### Floorplan with the power grid

The bar under the picture is 100 µm long. Pins as bars on the die edge.
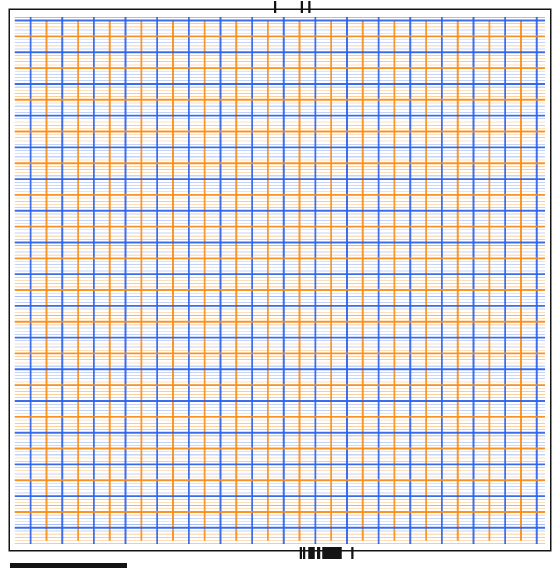
### Cell classes on the final placement

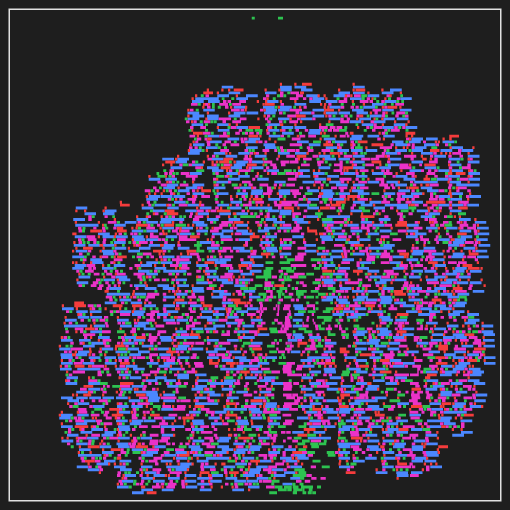
### Clock wires, drivers and flops

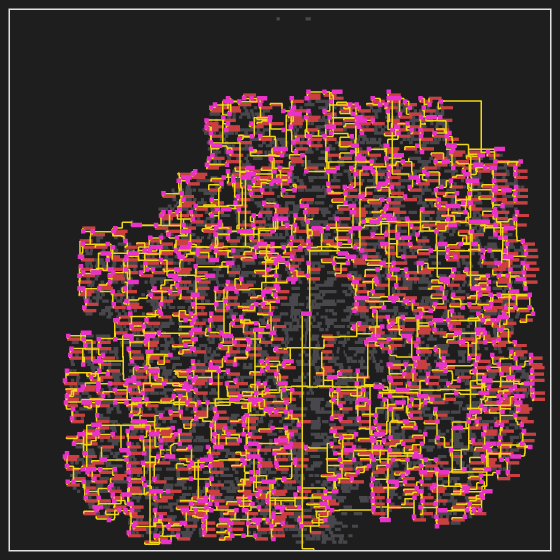
### Routed metal, one color a layer

The bar under the picture is 100 µm long.
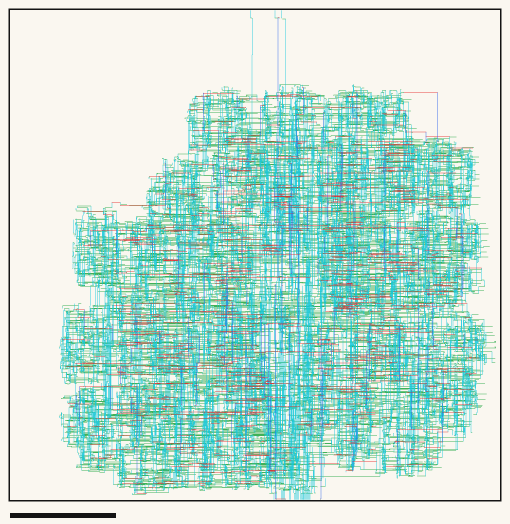
### Routing congestion

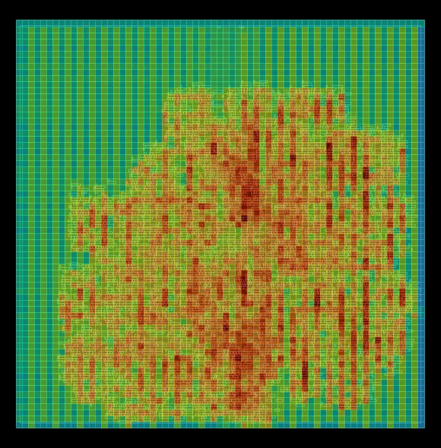
## src/rtl/ram_dist_pkg.sv

```systemverilog
// Shared types and elaboration helpers for the distributed single-port RAM
// with a hardware clear sweep.
package ram_dist_pkg;

  // Clear-sweep controller states.
  typedef enum logic [1:0] {
    IDLE   = 2'd0,
    SWEEP  = 2'd1,
    FINISH = 2'd2
  } clr_state_t;

  // Address width needed to index 'depth' words (ceil(log2(depth))).
  function automatic int addr_width(input int depth);
    int w;
    w = 0;
    while ((1 << w) < depth) begin
      w++;
    end
    return w;
  endfunction

  // True when n is a non-zero power of two.
  function automatic bit is_pow2(input int n);
    return (n > 0) && ((n & (n - 1)) == 0);
  endfunction

endpackage

```

## src/rtl/ram_dist_clr_ctrl.sv

```systemverilog
// Clear-sweep sequencer: walks a pointer across every word exactly once,
// flags BUSY while it owns the write port and pulses DONE when finished.
module ram_dist_clr_ctrl
  import ram_dist_pkg::*;
#(
  parameter int DEPTH = 128,
  parameter int AW    = addr_width(DEPTH)
) (
  input  logic          clk,
  input  logic          rst_n,
  input  logic          clr,
  output logic          busy,
  output logic          done,
  output logic [AW-1:0] ptr
);

  localparam logic [AW-1:0] PTR_LAST = AW'(DEPTH - 1);

  clr_state_t    state_reg, state_next;
  logic [AW-1:0] ptr_reg, ptr_next;
  logic          busy_reg, done_reg;

  // State, pointer and the registered BUSY/DONE flags.
  always_ff @(posedge clk or negedge rst_n) begin
    if (!rst_n) begin
      state_reg <= IDLE;
      ptr_reg   <= '0;
      busy_reg  <= 1'b0;
      done_reg  <= 1'b0;
    end else begin
      state_reg <= state_next;
      ptr_reg   <= ptr_next;
      busy_reg  <= (state_next == SWEEP);
      done_reg  <= (state_next == FINISH);
    end
  end

  // Next-state logic; the sweep stops on the terminal compare, never wraps.
  always_comb begin
    state_next = state_reg;
    ptr_next   = ptr_reg;
    case (state_reg)
      IDLE: begin
        if (clr) begin
          state_next = SWEEP;
          ptr_next   = '0;
        end
      end
      SWEEP: begin
        // CLR is deliberately ignored here so a sweep can never restart.
        if (ptr_reg == PTR_LAST) begin
          state_next = FINISH;
        end else begin
          ptr_next = ptr_reg + 1'b1;
        end
      end
      FINISH: begin
        if (clr) begin
          state_next = SWEEP;
          ptr_next   = '0;
        end else begin
          state_next = IDLE;
        end
      end
      default: begin
        state_next = IDLE;
        ptr_next   = '0;
      end
    endcase
  end

  assign busy = busy_reg;
  assign done = done_reg;
  assign ptr  = ptr_reg;

endmodule

```

## src/rtl/ram_dist_sp_clr.sv

```systemverilog
// Distributed single-port RAM with selectable read latency, selectable
// active clock edge and a hardware sweep that fills every word with
// CLEAR_VAL. Memory contents are never touched by reset.
module ram_dist_sp_clr
  import ram_dist_pkg::*;
#(
  parameter int                         WIDTH      = 8,
  parameter int                         DEPTH      = 128,
  parameter logic [DEPTH*WIDTH-1:0]     INIT       = '0,
  parameter logic [WIDTH-1:0]           CLEAR_VAL  = '0,
  parameter bit                         OUT_REG    = 1'b0,
  parameter bit                         CLK_INVERT = 1'b1,
  localparam int                        AW         = addr_width(DEPTH)
) (
  input  logic             WCLK,
  input  logic             RST_N,
  input  logic [AW-1:0]    A,
  input  logic [WIDTH-1:0] D,
  input  logic             WE,
  input  logic             CLR,
  output logic [WIDTH-1:0] O,
  output logic             BUSY,
  output logic             DONE
);

  // Reject non-power-of-two depths at elaboration.
  if (!is_pow2(DEPTH)) begin : g_depth_check
    $fatal(1, "ram_dist_sp_clr: DEPTH must be a power of 2");
  end

  // All sequential logic runs on this internal clock, so one edge choice
  // covers the array, the output register and the sweep controller.
  logic clk_act;
  if (CLK_INVERT) begin : g_clk_fall
    assign clk_act = ~WCLK;
  end else begin : g_clk_rise
    assign clk_act = WCLK;
  end

  logic          sweep_busy;
  logic [AW-1:0] sweep_ptr;

  ram_dist_clr_ctrl #(
    .DEPTH (DEPTH),
    .AW    (AW)
  ) u_ctrl (
    .clk   (clk_act),
    .rst_n (RST_N),
    .clr   (CLR),
    .busy  (sweep_busy),
    .done  (DONE),
    .ptr   (sweep_ptr)
  );

  assign BUSY = sweep_busy;

  // Word n sits at bits [n*WIDTH +: WIDTH], matching the INIT layout; the
  // declaration value is the configuration-time content.
  logic [DEPTH-1:0][WIDTH-1:0] mem = INIT;

  // Write mux: the sweep owns the port while busy and user writes are lost.
  always_ff @(posedge clk_act) begin
    if (sweep_busy) begin
      mem[sweep_ptr] <= CLEAR_VAL;
    end else if (WE) begin
      mem[A] <= D;
    end
  end

  if (OUT_REG) begin : g_read_reg
    logic [WIDTH-1:0] o_reg;
    // Read-first output register: a same-edge write returns the old word.
    always_ff @(posedge clk_act or negedge RST_N) begin
      if (!RST_N) begin
        o_reg <= '0;
      end else begin
        o_reg <= mem[A];
      end
    end
    assign O = o_reg;
  end else begin : g_read_async
    assign O = mem[A];
  end

endmodule

```

## config.mk

```make
export PLATFORM = sky130hd
export DESIGN_NAME = ram_dist_sp_clr
export DESIGN_NICKNAME = d
export VERILOG_FILES = /design/src/rtl/ram_dist_pkg.sv /design/src/rtl/ram_dist_clr_ctrl.sv /design/src/rtl/ram_dist_sp_clr.sv
export SDC_FILE = /design/constraint.sdc
export NUM_CORES = 2
export LEC_CHECK = 0
export ABC_AREA = 0
export CAP_MARGIN = 20
export CORE_MARGIN = 4
export CORE_UTILIZATION = 25
export CTS_BUF_LIST = sky130_fd_sc_hd__clkbuf_16
export DETAILED_ROUTE_END_ITERATION = 10
export GPL_ROUTABILITY_DRIVEN = 0
export GPL_TIMING_DRIVEN = 1
export PLACE_DENSITY = 0.47
export SLEW_MARGIN = 5
export SYNTH_ARGS = -nofsm -noshare
export SYNTH_HDL_FRONTEND = slang
export SYNTH_SLANG_ARGS = --single-unit
```

## constraint.sdc

```tcl
create_clock -name WCLK -period 4.02 [get_ports WCLK]
set_clock_uncertainty 0.05 [all_clocks]
set_input_delay 0.402 -clock WCLK [delete_from_list [all_inputs] [get_ports WCLK]]
set_output_delay 0.402 -clock WCLK [all_outputs]
set_load 0.02 [all_outputs]
```

==> ci_impl_report.md <==
## Synthesis and layout report

| Metric | Value |
|---|---|
| Top power group | the clock network |
| Final WS setup | -1.781 ns |
| Outcome | finished, violations left |
| FILL cells | 19770 |
| Critical path capture point | O[2] |
| Mux share | 14.80% |
| Hold slack final | 0.5130 ns |
| Failing checks | setup timing |
| Top_reg_cell synth | edfxtp_1 |
| Final setup vio count | 8 |
| TritonCTS clock tree | built |
| CP dominant cell by count | mux4_2 |
| Dpl hpwl | 127500 µm |
| M1 WL | 87530 µm |
| Net Sw Frac | 29.04% |
| Clock root buffer | clkbuf_16 |
| P_comb | 0.963 mW |
| WP data required | 3.57 ns |
| Crit Path Max Fanout | 2 |
| Core area | 0.2054 mm² |
| Ports | 29 |
| Main logic family | AND-OR/OR-AND gates |
Notes on 'Floorplan with the power grid' above:
Orange stands for VDD. Blue stands for VSS.
33 straps on met4. 167 met1 rails follow the rows. The core has 166 rows. 33 straps on met5.

Notes on 'Cell classes on the final placement' above:
Red stands for clock drivers and dummy loads, cells 1258. Magenta stands for combinational and other logic, cells 1874. Blue stands for sequential cells, cells 1035. Green stands for remaining buffers and delay cells, cells 1051.

Notes on 'Clock wires, drivers and flops' above:
Red stands for flip-flops, count 1035. Magenta stands for clock drivers, count 1158. Yellow stands for clock wires, length 22.7 mm.
Position of the flops: spread over the die.
clock share of power: 56.2%
clk_lat worst skew: 0.69 ns
Clk power: 16.4 mW

Notes on 'Routed metal, one color a layer' above:
Red stands for metal 3, wire length 13100 µm. Cyan stands for metal 2, wire length 92.7 mm. Blue stands for metal 4, wire length 4540 µm. Green stands for metal 1, wire length 87.5 mm.
WL per Instance: 25.03 µm
total track usage: 17.87%
final wirelength: 197900 µm
Via Count: 41260

Notes on 'Routing congestion' above:
GR Layer Usage met3: 4.245%
GR Util met2: 27.61%

==> cells in the mapped netlist, types with 2 or more instances <==
master    instances
a22o_1         1024
edfxtp_1       1024
mux4_2          336
clkbuf_1        236
nor2_1          141
a21o_1          128
a21boi_1         81
o21a_1           40
buf_2            27
nand2_1          22
buf_1            17
nor2b_1          14
nand3_1          13
dfrtn_1          11
mux2_2            8
nand2b_1          8
nor3_1            8
a21boi_0          7
o21ai_0           7
a21oi_1           5
or3_1             5
or2_2             4
and2_1            3
inv_1             3
nand3b_1          3
and3_1            2
and3b_1           2
==> layout make-up <==
class	instances	area share, %
clock buffers	137	4.627
clock inverters	1121	6.415
inverters	2	0.01013
multi-input cells	1872	29.25
flip-flops and latches	1035	41.87
well taps	2688	4.539
repair buffers	1051	13.29
No activity file was given, so power comes from the tool's default toggle rates.
